Fig. 1: run 1, wires at chosen ports, followed through buffers
The bar under the picture is 20 µm long.
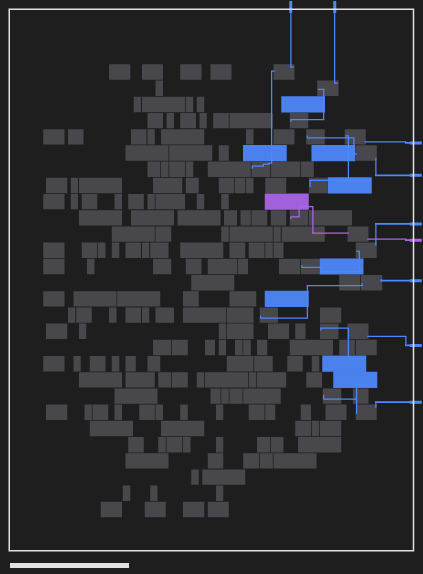
Fig. 2: run 1, clock wiring as the flow saved it
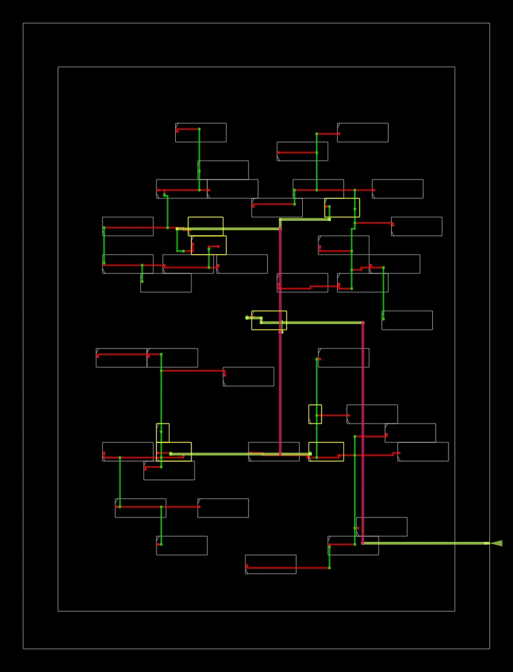
Fig. 3: run 1, metal layers overlaid
Two of the layers only.
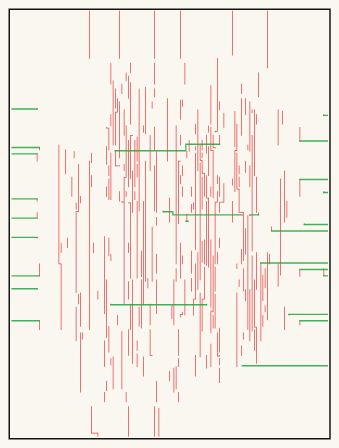
[config.mk]
export PLATFORM = sky130hd
export DESIGN_NAME = chunked_serial_adder
export DESIGN_NICKNAME = d
export VERILOG_FILES = /design/src/rtl/adder_pkg.sv /design/src/rtl/chunk_adder.sv /design/src/rtl/chunked_serial_adder.sv
export SDC_FILE = /design/constraint.sdc
export NUM_CORES = 1
export LEC_CHECK = 0
export CORE_ASPECT_RATIO = 1.4
export CORE_MARGIN = 5
export CORE_UTILIZATION = 35
export DETAILED_ROUTE_END_ITERATION = 7
export MAX_ROUTING_LAYER = met4
export REMOVE_ABC_BUFFERS = 1
export SLEW_MARGIN = 25
export SYNTH_ARGS = -nofsm -noshare
export SYNTH_HDL_FRONTEND = slang
export SYNTH_HIERARCHICAL = 1
export SYNTH_SLANG_ARGS = --single-unit
[constraint.sdc]
create_clock -name clk -period 3.7 [get_ports clk]
set_input_delay 0.555 -clock clk [delete_from_list [all_inputs] [get_ports clk]]
set_output_delay 0.555 -clock clk [all_outputs]
set_load 0.1 [all_outputs]
[src/rtl/adder_pkg.sv]
// -----------------------------------------------------------------------------
// adder_pkg
//
// Purpose:
//   Shared definitions for the chunked serial adder: the controller state
//   encoding and a helper that sizes the chunk index register.
//
// Contents:
//   state_t   - IDLE / RUN / DONE, 2-bit encoding
//   idx_width - bits needed to count NCHUNK chunks (never less than 1)
// -----------------------------------------------------------------------------
package adder_pkg;

    typedef enum logic [1:0] {
        IDLE = 2'd0,
        RUN  = 2'd1,
        DONE = 2'd2
    } state_t;

    // A single-chunk adder still needs a 1-bit index so the register
    // declaration stays legal.
    function automatic int idx_width(input int nchunk);
        return (nchunk <= 1) ? 1 : $clog2(nchunk);
    endfunction

endpackage

[src/rtl/chunk_adder.sv]
// -----------------------------------------------------------------------------
// chunk_adder
//
// Purpose:
//   Combinational CHUNK-bit ripple-carry adder built from full-adder cells.
//   The serial adder instantiates one of these and feeds it a different
//   operand slice every cycle.
//
// Ports:
//   x, y  in  [CHUNK-1:0]  operand slices
//   cin   in  1            carry into bit 0
//   s     out [CHUNK-1:0]  slice sum
//   cout  out 1            carry out of the top bit
//   cmsb  out 1            carry into the top bit (for signed overflow)
// -----------------------------------------------------------------------------
module chunk_adder #(
    parameter int CHUNK = 2
) (
    input  logic [CHUNK-1:0] x,
    input  logic [CHUNK-1:0] y,
    input  logic             cin,
    output logic [CHUNK-1:0] s,
    output logic             cout,
    output logic             cmsb
);

    logic [CHUNK:0] c;

    assign c[0] = cin;

    // One full-adder cell per bit; the carry ripples upward through c.
    for (genvar i = 0; i < CHUNK; i++) begin : g_cell
        assign s[i]     = x[i] ^ y[i] ^ c[i];
        assign c[i + 1] = (x[i] & y[i]) | (c[i] & (x[i] ^ y[i]));
    end

    assign cout = c[CHUNK];
    assign cmsb = c[CHUNK - 1];

endmodule

[src/rtl/chunked_serial_adder.sv]
// -----------------------------------------------------------------------------
// chunked_serial_adder
//
// Purpose:
//   Adds two WIDTH-bit operands plus a carry-in, CHUNK bits per clock, with
//   the inter-chunk carry held in a register. A start/busy/done handshake
//   frames each addition; the result is registered and held until the next
//   completion.
//
// Parameters:
//   WIDTH  operand/sum width, must be a multiple of CHUNK
//   CHUNK  bits added per cycle, 1 <= CHUNK <= WIDTH
//
// Ports:
//   clk    in   rising-edge clock
//   rst_n  in   synchronous active-low reset
//   start  in   request, honoured only in IDLE or DONE
//   a, b   in   [WIDTH-1:0] operands, captured on an accepted start
//   ci     in   carry-in, captured on an accepted start
//   busy   out  high while chunks are being added
//   done   out  one-cycle completion pulse
//   sum    out  [WIDTH-1:0] registered result
//   co     out  registered carry-out
//   ovf    out  registered signed overflow (only with SIGNED_OVF_EN)
//
// Build option:
//   SIGNED_OVF_EN - when defined, adds the ovf output and its register.
// -----------------------------------------------------------------------------
module chunked_serial_adder
    import adder_pkg::*;
#(
    parameter int WIDTH = 8,
    parameter int CHUNK = 2
) (
    input  logic             clk,
    input  logic             rst_n,
    input  logic             start,
    input  logic [WIDTH-1:0] a,
    input  logic [WIDTH-1:0] b,
    input  logic             ci,
    output logic             busy,
    output logic             done,
    output logic [WIDTH-1:0] sum,
    output logic             co
`ifdef SIGNED_OVF_EN
    ,
    output logic             ovf
`endif
);

    // Guarded divisor so a bad CHUNK reaches the check below instead of
    // tripping a divide-by-zero first.
    localparam int SAFE_CHUNK = (CHUNK < 1) ? 1 : CHUNK;
    localparam int NCHUNK     = WIDTH / SAFE_CHUNK;
    localparam int IDX_W      = idx_width(NCHUNK);

    if ((CHUNK < 1) || (CHUNK > WIDTH) || ((WIDTH % SAFE_CHUNK) != 0)) begin : g_bad_params
        $error("chunked_serial_adder: WIDTH must be a nonzero multiple of CHUNK");
    end

    state_t             state;
    state_t             state_next;
    logic [IDX_W-1:0]   idx;
    logic [WIDTH-1:0]   a_r;
    logic [WIDTH-1:0]   b_r;
    logic [WIDTH-1:0]   acc;
    logic [WIDTH-1:0]   acc_next;
    logic               carry;
    logic [CHUNK-1:0]   a_chunk;
    logic [CHUNK-1:0]   b_chunk;
    logic [CHUNK-1:0]   chunk_s;
    logic               chunk_cout;
    logic               chunk_cmsb;
    logic               last_chunk;
    logic               accept;

    assign last_chunk = (idx == IDX_W'(NCHUNK - 1));

    // Operand slice mux: the index picks which chunk of the latched
    // operands goes through the shared adder this cycle.
    always_comb begin
        a_chunk = '0;
        b_chunk = '0;
        for (int k = 0; k < NCHUNK; k++) begin
            if (idx == IDX_W'(k)) begin
                a_chunk = a_r[k*CHUNK +: CHUNK];
                b_chunk = b_r[k*CHUNK +: CHUNK];
            end
        end
    end

    chunk_adder #(
        .CHUNK (CHUNK)
    ) u_chunk_adder (
        .x    (a_chunk),
        .y    (b_chunk),
        .cin  (carry),
        .s    (chunk_s),
        .cout (chunk_cout),
        .cmsb (chunk_cmsb)
    );

    // Merge this cycle's slice sum into the partial result. On the last
    // chunk this is the complete sum, so it can be published directly.
    always_comb begin
        acc_next = acc;
        for (int k = 0; k < NCHUNK; k++) begin
            if (idx == IDX_W'(k)) begin
                acc_next[k*CHUNK +: CHUNK] = chunk_s;
            end
        end
    end

    // Controller state register.
    always_ff @(posedge clk) begin
        if (!rst_n) begin
            state <= IDLE;
        end else begin
            state <= state_next;
        end
    end

    // Next-state and handshake decode. DONE accepts a new start just like
    // IDLE, which lets back-to-back additions skip the idle cycle.
    always_comb begin
        state_next = state;
        accept     = 1'b0;
        case (state)
            IDLE, DONE: begin
                if (start) begin
                    state_next = RUN;
                    accept     = 1'b1;
                end else begin
                    state_next = IDLE;
                end
            end
            RUN: begin
                if (last_chunk) begin
                    state_next = DONE;
                end
            end
            default: begin
                state_next = IDLE;
            end
        endcase
        busy = (state == RUN);
        done = (state == DONE);
    end

    // Datapath: capture operands on accept, then walk one chunk per cycle.
    // sum/co only move on the final chunk so they stay stable during RUN.
    always_ff @(posedge clk) begin
        if (!rst_n) begin
            idx   <= '0;
            carry <= 1'b0;
            a_r   <= '0;
            b_r   <= '0;
            acc   <= '0;
            sum   <= '0;
            co    <= 1'b0;
        end else if (accept) begin
            a_r   <= a;
            b_r   <= b;
            carry <= ci;
            idx   <= '0;
        end else if (state == RUN) begin
            acc   <= acc_next;
            carry <= chunk_cout;
            if (last_chunk) begin
                sum <= acc_next;
                co  <= chunk_cout;
                idx <= '0;
            end else begin
                idx <= idx + 1'b1;
            end
        end
    end

`ifdef SIGNED_OVF_EN
    // The top chunk holds the word's MSB, so its carry-in/carry-out pair
    // gives the two's-complement overflow of the whole addition.
    always_ff @(posedge clk) begin
        if (!rst_n) begin
            ovf <= 1'b0;
        end else if ((state == RUN) && last_chunk) begin
            ovf <= chunk_cmsb ^ chunk_cout;
        end
    end
`else
    logic unused_cmsb;
    assign unused_cmsb = chunk_cmsb;
`endif

endmodule
==> impl_metrics.csv, run 1 <==
group,metric,value,unit
outcome,outcome,"completed",
logic_synthesis,yosys_cells,180,
pwr,pg_comb,0.114,mW
pwr,p_per_area,400,nW/µm²
worst_setup_path,critPathTopFamily,"adder cells",
worst_setup_path,r2r-start,"idx[0]",
logic_synthesis,netlist_instances,180,
pwr,p_switching,0.212,mW
pwr,maxPowerGroup,"sequential cells",
placement,placedCellCount,260,
floorplanning,n_tap_cell,62,
worst_setup_path,worstPathArrival,3.15,ns
logic_synthesis,ys_warn_count,6,
logic_synthesis,synthesis.area,1630,µm²
worst_hold_path,whs_path_depth,2,
worst_setup_path,r2r_cells,8,
detailed_routing,drt_iter0_drc,43,
floorplanning,fp.coreArea,4540,µm²
worst_hold_path,min_from,"b_r[6]",
detailed_routing,dr_wl_met2,1650,µm
worst_setup_path,crit_chain,"ha_1 -> and2b_1 -> a221oi_1 -> o31ai_1 -> fa_1 -> fa_1 -> nand3_1 -> a21boi_0",
logic_synthesis,syn-mean-instance-area,9.04,µm²
logic_synthesis,numSynthFlops,36,
layout,logic_area,817,µm²
placement,placed_area,1950,µm²
cts,cts-htree-levels,2,
timing,rsz0062_at_grt,"false",
timing,tns,0,ns
timing,worst_slew_pin_slew,0.965,ns
logic_synthesis,synth-async-reset-ratio,0,%
global_route,overflow,0,
layout,instances_no_fill,268,
global_route,grt.busiest_layer,"met2",
global_route,use_met2,20.1,%
worst_setup_path,start_kind,"register",
layout,layout_top_cells,"48 x nand2_1, 36 x dfxtp_1, 29 x clkdlybuf4s50_1, 20 x a21boi_0",
worst_setup_path,timing.reg2reg.setup_slack,0.77,ns
layout,num-nonclk-buffers,32,
floorplanning,die-area,6130,µm²
logic_synthesis,yosysTopAreaCellShare,44.3,%
logic_synthesis,yosys.area_share.simple,19.9,%
global_route,first_global_vias,1248,
layout,post-route-cell-area,2040,µm²
cts,clock_path_buffers,2,
layout,n_antenna_cell,0,
worst_setup_path,crit_fanout,10,
worst_setup_path,crit_path_end_kind,"register",
pwr,p_sw_share,26.1,%
cts,clkLatencyLatePin,0.29,ns
logic_synthesis,ff_type,"dfxtp_1",
timing,fin_crit_sh,79.1,%
layout,nets,231,
pwr,internal-power,0.603,mW
About Fig. 1:
Blue marks `sum`, bits 8, direction output, edge 6 right, 2 top, end cells 8, buffers 8, wire 198 µm. Purple marks `co`, bits 1, direction output, edge right, end cells 1, buffers 1, wire 23.5 µm.
I/O pin count: 31
I/O Buffers: 30

About Fig. 2:
Flop Count: 36
clkbuf count: 6
P_clk: 0.288 mW
worst clock skew: 0.00377 ns

About Fig. 3:
Green marks metal 3, wire length 195 µm. Red marks metal 2, wire length 1650 µm.
Vias: 1278
WL/cell: 12.9 µm
GRT Overall Usage: 12.9%
total wire length: 3450 µm

Fig. 4: run 1, met1 routing
Supply wires on this layer in grey.
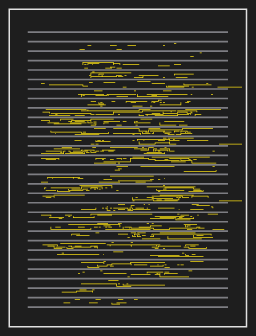

==> run 2: changes to the inputs <==
- clock period: 3.7 -> 2.6 ns (I/O delays scaled with it)
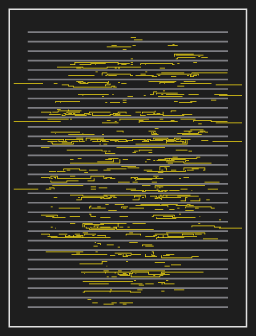
Fig. 5. Met1 routing (run 2).
Supply wires on this layer in grey.
The layer carries 1540 µm of wire. The layer holds 42% of the routed length.

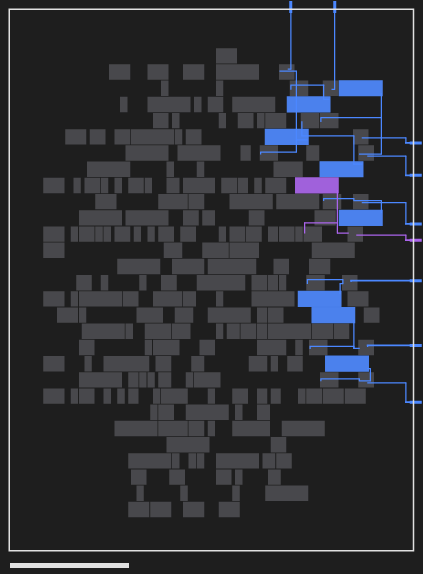
Fig. 6. Wires at chosen ports, followed through buffers (run 2).
The bar under the picture is 20 µm long.
Purple marks `co`, bits 1, direction output, edge right, end cells 1, buffers 1, wire 26.1 µm. Blue marks `sum`, bits 8, direction output, edge 6 right, 2 top, end cells 8, buffers 8, wire 206 µm.

==> run 2 against run 1 <==
Effect of this change:
- cell area rose by 3.4%
- combinational power is 58% higher
- die area did not move
- clock-buffer cell count rose by 2
- register-to-register slack lost 0.70 ns
- synthesized area is the same
- highest routed layer unchanged
- power grew 44%
- first-iteration DRC count grew 44%
- sequential power grew 43%
- critical path depth increased by 1
- final cell count grew 3.4%
- clock skew is 0.00093 ns higher
==> impl_metrics.csv, run 2 <==
group,metric,value,unit
timing,tns,0,ns
pwr,pg_comb,0.180,mW
layout,seq_cells,36,
global_route,grt_usage,13.5,%
placement,portBuffers,30,
logic_synthesis,synth-async-reset-ratio,0,%
worst_setup_path,worstPathArrival,2.74,ns
pwr,p_per_area,557,nW/µm²
worst_hold_path,whs_path_depth,2,
pwr,internal-power,0.874,mW
timing,fin_crit_sh,97.1,%
logic_synthesis,yosysTopAreaCellShare,44.3,%
worst_setup_path,crit_chain,"inv_1 -> ha_1 -> and2b_2 -> a221oi_2 -> o31ai_2 -> fa_2 -> fa_2 -> nand3_1 -> a21boi_0",
floorplanning,die-area,6130,µm²
layout,nets,240,
logic_synthesis,netlist_instances,180,
cts,clock_path_buffers,2,
logic_synthesis,syn-mean-instance-area,9.04,µm²
detailed_routing,drt_wl_total,3640,µm
worst_setup_path,crit_path_end_kind,"register",
worst_setup_path,crit_fanout,7,
layout,layout_top_cells,"48 x nand2_1, 35 x dfxtp_1, 22 x buf_4, 19 x a21boi_0, 19 x clkdlybuf4s50_1",
logic_synthesis,ys_warn_count,6,
timing,clock_skew,0.00470,ns
floorplanning,fp.coreArea,4540,µm²
cts,cts-htree-levels,2,
layout,num-nonclk-buffers,41,
global_route,first_global_vias,1366,
worst_setup_path,start_kind,"register",
worst_setup_path,timing.reg2reg.setup_slack,0.08,ns
global_route,grt.busiest_layer,"met2",
pwr,p_sw_share,25.6,%
worst_hold_path,min_from,"b_r[6]",
worst_setup_path,r2r_cells,9,
logic_synthesis,numSynthFlops,36,
layout,logic_area,846,µm²
placement,placedCellCount,269,
logic_synthesis,yosys_cells,180,
layout,clock_buffers,8,
outcome,outcome,"completed",
pwr,p_clk,0.406,mW
worst_setup_path,critPathTopFamily,"adder cells",
layout,n_antenna_cell,0,
worst_setup_path,r2r-start,"idx[0]",
layout,post-route-cell-area,2110,µm²
No activity file was given, so power comes from the tool's default toggle rates.
